## config.mk

```make
export PLATFORM = sky130hd
export DESIGN_NAME = issue_ctrl_unit
export DESIGN_NICKNAME = d
export VERILOG_FILES = /design/src/rtl/ctrl_pkg.sv /design/src/rtl/ctrl_decode_lane.sv /design/src/rtl/issue_ctrl_unit.sv
export SDC_FILE = /design/constraint.sdc
export NUM_CORES = 1
export LEC_CHECK = 0
export ABC_AREA = 1
export ABC_CLOCK_PERIOD_IN_PS = 2700
export CAP_MARGIN = 40
export CORE_UTILIZATION = 47
export CTS_BUF_LIST = sky130_fd_sc_hd__clkbuf_8 sky130_fd_sc_hd__clkbuf_16
export DETAILED_ROUTE_END_ITERATION = 6
export GPL_ROUTABILITY_DRIVEN = 0
export MAX_ROUTING_LAYER = met4
export PLACE_DENSITY = 0.77
export SLEW_MARGIN = 10
export SYNTH_ARGS = -nofsm -noshare
export SYNTH_HDL_FRONTEND = slang
export SYNTH_HIERARCHICAL = 1
export SYNTH_SLANG_ARGS = --single-unit
export TNS_END_PERCENT = 20
```

## constraint.sdc

```tcl
create_clock -name clk -period 2.7 [get_ports clk]
set_clock_uncertainty 0.05 [all_clocks]
set_input_delay 0.54 -clock clk [delete_from_list [all_inputs] [get_ports clk]]
set_output_delay 0.54 -clock clk [all_outputs]
set_load 0.02 [all_outputs]
```

## src/rtl/ctrl_pkg.sv

```systemverilog
// Shared decode definitions for the issue control stage: opcodes, control-bit
// positions, the per-lane decode record and the intra-group hazard test.
package ctrl_pkg;

  localparam int         CTRL_W = 13;
  localparam logic [4:0] REG_RA = 5'd31;

  localparam logic [5:0] OP_RTYPE = 6'b000000;
  localparam logic [5:0] OP_LW    = 6'b100011;
  localparam logic [5:0] OP_SW    = 6'b101011;
  localparam logic [5:0] OP_BEQ   = 6'b000100;
  localparam logic [5:0] OP_ADDI  = 6'b001000;
  localparam logic [5:0] OP_J     = 6'b000010;
  localparam logic [5:0] OP_ANDI  = 6'b001100;
  localparam logic [5:0] OP_ORI   = 6'b001101;
  localparam logic [5:0] OP_SLTI  = 6'b001010;
  localparam logic [5:0] OP_BNE   = 6'b000101;
  localparam logic [5:0] OP_JAL   = 6'b000011;

  localparam int C_REGDST   = 12;
  localparam int C_ALUSRC   = 11;
  localparam int C_MEMTOREG = 10;
  localparam int C_REGWRITE = 9;
  localparam int C_MEMREAD  = 8;
  localparam int C_MEMWRITE = 7;
  localparam int C_BRANCH   = 6;
  localparam int C_BRANCHNE = 5;
  localparam int C_JUMP     = 4;
  localparam int C_LINK     = 3;
  localparam int C_EXTZERO  = 2;
  localparam int C_ALUOP_HI = 1;
  localparam int C_ALUOP_LO = 0;

  typedef logic [CTRL_W-1:0] ctrl_t;

  typedef enum logic {ST_IDLE = 1'b0, ST_HOLD = 1'b1} issue_state_t;

  typedef struct packed {
    ctrl_t      ctrl;
    logic       illegal;
    logic [4:0] dest;    // 0 when the lane writes no register
    logic [4:0] rs;
    logic [4:0] rt;
    logic       use_rt;
  } lane_dec_t;

  // True when 'younger' may not share an issue group with 'older'.
  function automatic logic lane_conflict(lane_dec_t older, lane_dec_t younger);
    logic raw, waw, mem, ctl;
    raw = (older.dest != 5'd0) &&
          ((older.dest == younger.rs) || (younger.use_rt && (older.dest == younger.rt)));
    waw = (older.dest != 5'd0) && (older.dest == younger.dest);
    mem = (older.ctrl[C_MEMREAD] | older.ctrl[C_MEMWRITE]) &
          (younger.ctrl[C_MEMREAD] | younger.ctrl[C_MEMWRITE]);
    ctl = older.ctrl[C_BRANCH] | older.ctrl[C_JUMP];
    return raw | waw | mem | ctl;
  endfunction

endpackage

```

## src/rtl/ctrl_decode_lane.sv

```systemverilog
// Combinational single-lane decoder: opcode -> control bundle, legality,
// destination register and source-register usage.
module ctrl_decode_lane
  import ctrl_pkg::*;
#(
  parameter bit EXT_ISA = 1'b1
) (
  input  logic [31:0] instr,
  output lane_dec_t   dec
);

  logic [5:0]  op;
  logic [10:0] unused_low;

  assign op         = instr[31:26];
  assign unused_low = instr[10:0];

  always_comb begin
    dec         = '0;
    dec.rs      = instr[25:21];
    dec.rt      = instr[20:16];
    case (op)
      OP_RTYPE: begin
        dec.ctrl[C_REGDST]   = 1'b1;
        dec.ctrl[C_REGWRITE] = 1'b1;
        dec.ctrl[C_ALUOP_HI] = 1'b1;
        dec.use_rt           = 1'b1;
      end
      OP_LW: begin
        dec.ctrl[C_ALUSRC]   = 1'b1;
        dec.ctrl[C_MEMTOREG] = 1'b1;
        dec.ctrl[C_REGWRITE] = 1'b1;
        dec.ctrl[C_MEMREAD]  = 1'b1;
      end
      OP_SW: begin
        dec.ctrl[C_ALUSRC]   = 1'b1;
        dec.ctrl[C_MEMWRITE] = 1'b1;
        dec.use_rt           = 1'b1;
      end
      OP_BEQ: begin
        dec.ctrl[C_BRANCH]   = 1'b1;
        dec.ctrl[C_ALUOP_LO] = 1'b1;
        dec.use_rt           = 1'b1;
      end
      OP_ADDI: begin
        dec.ctrl[C_ALUSRC]   = 1'b1;
        dec.ctrl[C_REGWRITE] = 1'b1;
      end
      OP_J: dec.ctrl[C_JUMP] = 1'b1;
      OP_ANDI, OP_ORI: begin
        if (EXT_ISA) begin
          dec.ctrl[C_ALUSRC]   = 1'b1;
          dec.ctrl[C_REGWRITE] = 1'b1;
          dec.ctrl[C_EXTZERO]  = 1'b1;
          dec.ctrl[C_ALUOP_HI] = 1'b1;
          dec.ctrl[C_ALUOP_LO] = 1'b1;
        end else dec.illegal = 1'b1;
      end
      OP_SLTI: begin
        if (EXT_ISA) begin
          dec.ctrl[C_ALUSRC]   = 1'b1;
          dec.ctrl[C_REGWRITE] = 1'b1;
          dec.ctrl[C_ALUOP_HI] = 1'b1;
          dec.ctrl[C_ALUOP_LO] = 1'b1;
        end else dec.illegal = 1'b1;
      end
      OP_BNE: begin
        if (EXT_ISA) begin
          dec.ctrl[C_BRANCH]   = 1'b1;
          dec.ctrl[C_BRANCHNE] = 1'b1;
          dec.ctrl[C_ALUOP_LO] = 1'b1;
          dec.use_rt           = 1'b1;
        end else dec.illegal = 1'b1;
      end
      OP_JAL: begin
        if (EXT_ISA) begin
          dec.ctrl[C_JUMP]     = 1'b1;
          dec.ctrl[C_LINK]     = 1'b1;
          dec.ctrl[C_REGWRITE] = 1'b1;
        end else dec.illegal = 1'b1;
      end
      default: dec.illegal = 1'b1;
    endcase

    // Only register-writing lanes carry a destination into hazard checks.
    if (!dec.ctrl[C_REGWRITE])   dec.dest = 5'd0;
    else if (dec.ctrl[C_LINK])   dec.dest = REG_RA;
    else if (dec.ctrl[C_REGDST]) dec.dest = instr[15:11];
    else                         dec.dest = instr[20:16];
  end

endmodule

```

## src/rtl/issue_ctrl_unit.sv

```systemverilog
// Multi-lane decode/issue stage: accepts an instruction bundle, splits it into
// hazard-free in-order groups and registers each group with its control bundles.
module issue_ctrl_unit
  import ctrl_pkg::*;
#(
  parameter int ISSUE_WIDTH = 2,
  parameter bit EXT_ISA     = 1'b1
) (
  input  logic                          clk,
  input  logic                          reset,
  input  logic                          flush,
  input  logic                          in_valid,
  output logic                          in_ready,
  input  logic [32*ISSUE_WIDTH-1:0]     in_instr,
  input  logic [ISSUE_WIDTH-1:0]        in_lanes,
  input  logic                          out_ready,
  output logic [ISSUE_WIDTH-1:0]        out_valid,
  output logic [32*ISSUE_WIDTH-1:0]     out_instr,
  output logic [CTRL_W*ISSUE_WIDTH-1:0] out_ctrl,
  output logic [ISSUE_WIDTH-1:0]        out_illegal
);

  localparam int W = ISSUE_WIDTH;

  issue_state_t                state_q, state_d;
  logic [W-1:0][31:0]          in_lane_instr, hold_instr_q, src_instr;
  logic [W-1:0]                pend_q, pend_d, src_mask, grp;
  logic                        adv, accept;
  lane_dec_t                   dec [W];

  logic [W-1:0][31:0]          oinstr_q, oinstr_d;
  logic [W-1:0][CTRL_W-1:0]    octrl_q, octrl_d;
  logic [W-1:0]                ovalid_d, oill_d;

  assign in_lane_instr = in_instr;
  assign adv           = out_ready | ~(|out_valid);
  assign accept        = in_valid & in_ready;
  assign out_instr     = oinstr_q;
  assign out_ctrl      = octrl_q;

  // FSM: state register
  always_ff @(posedge clk) begin
    if (reset || flush) state_q <= ST_IDLE;
    else                state_q <= state_d;
  end

  // FSM: next state
  always_comb begin
    state_d = state_q;
    case (state_q)
      ST_IDLE: if (accept && (|pend_d))  state_d = ST_HOLD;
      ST_HOLD: if (adv && !(|pend_d))    state_d = ST_IDLE;
      default: state_d = ST_IDLE;
    endcase
  end

  // FSM: outputs -- HOLD issues from the held bundle, IDLE from the input port
  always_comb begin
    in_ready  = (state_q == ST_IDLE) && adv;
    src_instr = in_lane_instr;
    src_mask  = '0;
    if (state_q == ST_HOLD) begin
      src_instr = hold_instr_q;
      src_mask  = pend_q;
    end else if (in_valid && in_ready) begin
      src_mask  = in_lanes;
    end
  end

  for (genvar g = 0; g < W; g++) begin : g_lane
    ctrl_decode_lane #(.EXT_ISA(EXT_ISA)) u_dec (
      .instr (src_instr[g]),
      .dec   (dec[g])
    );
  end

  // Longest conflict-free run starting at the oldest pending lane.
  always_comb begin
    logic started, stop, hit;
    grp     = '0;
    started = 1'b0;
    stop    = 1'b0;
    hit     = 1'b0;
    for (int j = 0; j < W; j++) begin
      if (src_mask[j] && !stop) begin
        if (!started) begin
          grp[j]  = 1'b1;
          started = 1'b1;
        end else begin
          hit = 1'b0;
          for (int i = 0; i < j; i++)
            if (grp[i] && lane_conflict(dec[i], dec[j])) hit = 1'b1;
          if (hit) stop = 1'b1;
          else     grp[j] = 1'b1;
        end
      end
    end
  end

  assign pend_d = src_mask & ~grp;

  // Pack the group down to output lane 0 upward; unused lanes read as zero.
  always_comb begin
    int cnt;
    ovalid_d = '0;
    oinstr_d = '0;
    octrl_d  = '0;
    oill_d   = '0;
    cnt      = 0;
    for (int j = 0; j < W; j++) begin
      if (grp[j]) begin
        for (int k = 0; k < W; k++) begin
          if (cnt == k) begin
            ovalid_d[k] = 1'b1;
            oinstr_d[k] = src_instr[j];
            octrl_d[k]  = dec[j].ctrl;
            oill_d[k]   = dec[j].illegal;
          end
        end
        cnt = cnt + 1;
      end
    end
  end

  always_ff @(posedge clk) begin
    if (reset || flush) begin
      out_valid    <= '0;
      oinstr_q     <= '0;
      octrl_q      <= '0;
      out_illegal  <= '0;
      pend_q       <= '0;
      hold_instr_q <= '0;
    end else if (adv) begin
      out_valid    <= ovalid_d;
      oinstr_q     <= oinstr_d;
      octrl_q      <= octrl_d;
      out_illegal  <= oill_d;
      pend_q       <= pend_d;
      hold_instr_q <= src_instr;
    end
  end

endmodule

```

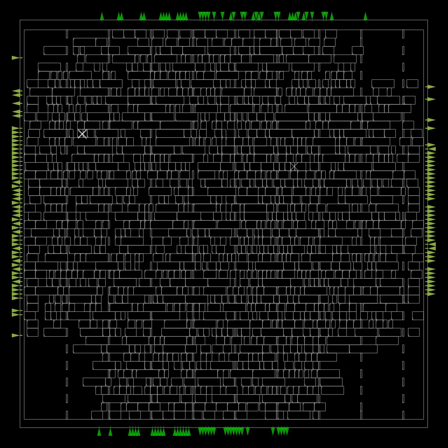
**Above:** cell placement.
sequential fraction of total cell area: 0.271
Final Non-Filler Cells: 1670
number of fill cells in the layout: 1317

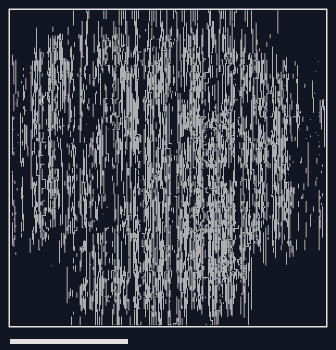
**Above:** the metal 2 layer.
Bar = 50 µm.
share of all routed wire: 47%
nets with wire on the layer: 1260
wire length on this layer: 13200 µm
longest straight run: 42.8 µm

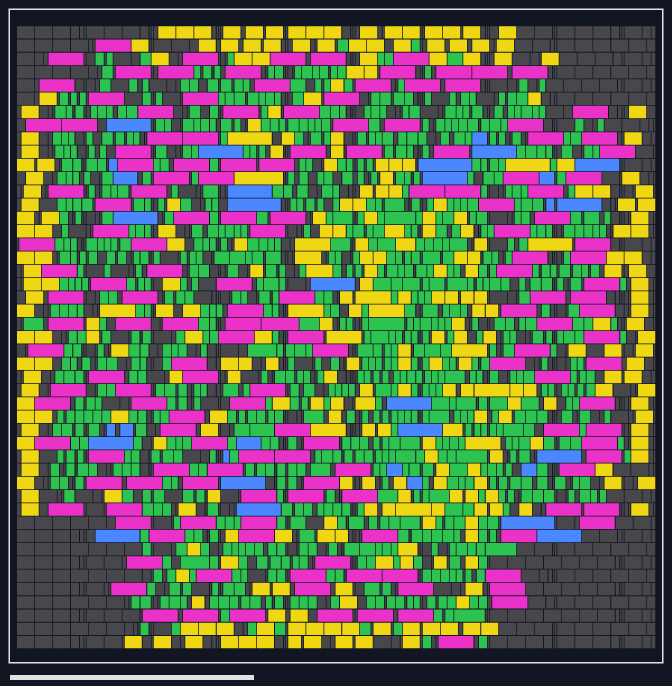
**Above:** placed cells, one color a class.
Bar = 50 µm. Fill, decap, tap and diode cells in gray.
| color | class | cells |
|---|---|---|
| magenta | sequential cells | 160 |
| blue | clock drivers and dummy loads | 32 |
| green | remaining logic cells | 952 |
| yellow | remaining buffers and delay cells | 306 |
cell area after layout: 11800 µm²
cell row count: 47

==> CHANGELOG.md <==
## Flow update

- Nonclk inv count: between 150 and 200
- Max-slew violation count: 0
- Layout cell share with drive strength beyond 1: 0.224
- End of the worst hold path: hold_instr_q[59]
- Class of the tightest hold or removal check: reg -> reg
- Nets in the synthesized netlist: between 1k and 1.5k
- Logic depth of the worst register-to-register path: 23
- #MultiIn Comb: around 800
- Number of warnings the tools reported: 30
- Cell count after synthesis: 1207
- Power of the sequential group: between 2 and 2.5 mW
- Hold buffers post-CTS: 0
- Level count of the clock H-tree: 4
- Height of the die: ~130 µm
- Wire length reported by the detailed router: ~28000 µm
- Setup TNS after final layout: -18280 ps
- Number of clock buffers inserted by TritonCTS: 17
- Layout overhead on the synthesized area: 45.0%
- Count of warnings emitted by yosys: 6
- PortBufs: ~170
- Max FO, Critical Path: 11
- Worst Hold Path Cells: 2
- Mean post-synth cell area: about 6.8 µm²
- Worst R2R Start: state_q
- Worst voltage drop across the vdd grid: slightly below 0.0005 V
- Status: complete, but fails checks
- Chip area: 17900 µm²
- Final hold violations: 0
- Number of clock sinks seen by CTS: 160
- Crit path cell chain: inv_2 > buf_8 > or2_4 > o21ai_2 > inv_2 > buf_4 > nor2_2 > nand3_2 > nand3_4 > nor2_4 > buf_12 > nor2_4 > inv_2 > nand2_1 > nand2_1 > nand2_1 > nor2_1 > nand2_1 > nand3_2 > nand2_8 > clkbuf_16 > nand4_1 > a21oi_1
- Timing-limited maximum frequency: 0.319 GHz
- Worst Slack Setup Final: -435 ps
- Area inside the core boundary: about 17000 µm²
- Global Route Usage Sum: 0.295
- Count of vias placed by the detailed router: around 9.3k
- Max_cap viols: 0
- Violations in the final reports: DRC, setup timing
- Most frequently placed logic cells in the final layout: 202 x nand2_1, 165 x clkdlybuf4s50_1, 159 x dfxtp_1
- Required time reported for the critical path endpoint: around 3000 ps
- Avg WL per Cell: about 17 µm
- Setup repair after global routing missed its margin: true
- Crit path arrival time: around 3400 ps
- Hold WS: around 410 ps
- Final-report setup violation count: a little under 50
- Horizontal die dimension: roughly 130 µm
- Worst max-slew margin expressed relative to the limit: 0.534
- Post-layout net count: 1508
- Post-route total power: roughly 6.0 mW
- DRC violation count after routing: 4
- Proportion of power drawn by combinational gates: 0.163
- Power spent charging and discharging nets: approximately 1.6 mW
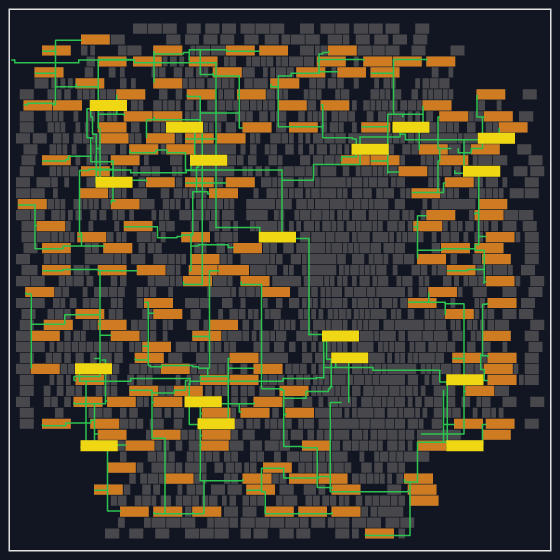
**Above:** clock wires, drivers and flops.
[green] clock wires | length: 2070 µm
[orange] flip-flops | count: 160
[yellow] clock-net drivers | count: 17
routed clock nets: 18
share of total power in the clock network: 0.425
clock network power: 2.54 mW
worst-skew pair later-pin latency: 440 ps

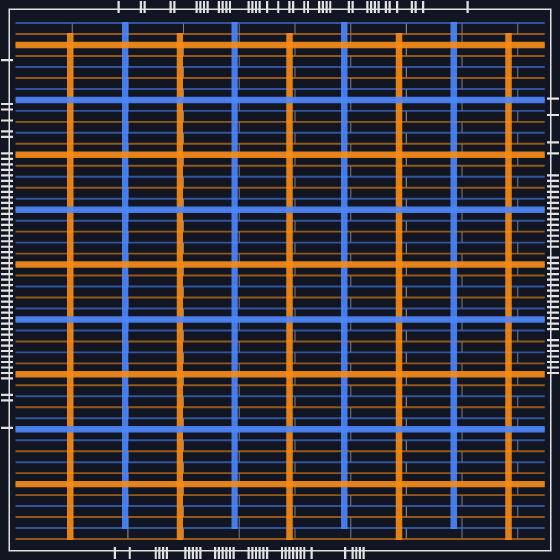
**Above:** PDN straps and rails.
Pins as bars on the die edge. Tap cells in gray.
| color | net |
|---|---|
| blue | VDD |
| orange | VSS |
met1 rails: 48
met5 straps: 9

-- sequential cells by signal, indices dropped and copies added, names as in the netlist --
signal and flops:
out_ctrl 26, hold_instr_q 64, out_illegal 2, out_instr 64
pend_q 1, state_q 1, out_valid 2
-- worst max-delay path by stage --
stage / start / endpoint / slack [ps] / depth (start not counted)
final: state_q / out_ctrl[16] / -440 / 23
after global placement: in_instr[28] / state_q / -670 / 19
after global routing: state_q / out_ctrl[16] / -580 / 23
after detailed placement: in_instr[28] / state_q / -690 / 19
after CTS: state_q / state_q / -240 / 23
after floorplan: state_q / out_instr[44] / 4 / 20
-- per-layer routing --
layer,global-route usage,vias up,share of wire
met1,0.365,4285,0.40
met2,0.459,490,0.47
li1,-,4392,-
met4,0.123,0,0.041
met3,0.0718,127,0.087
met5,-,-,0
Power figures rest on the tool's default switching activity, not on a simulated workload.
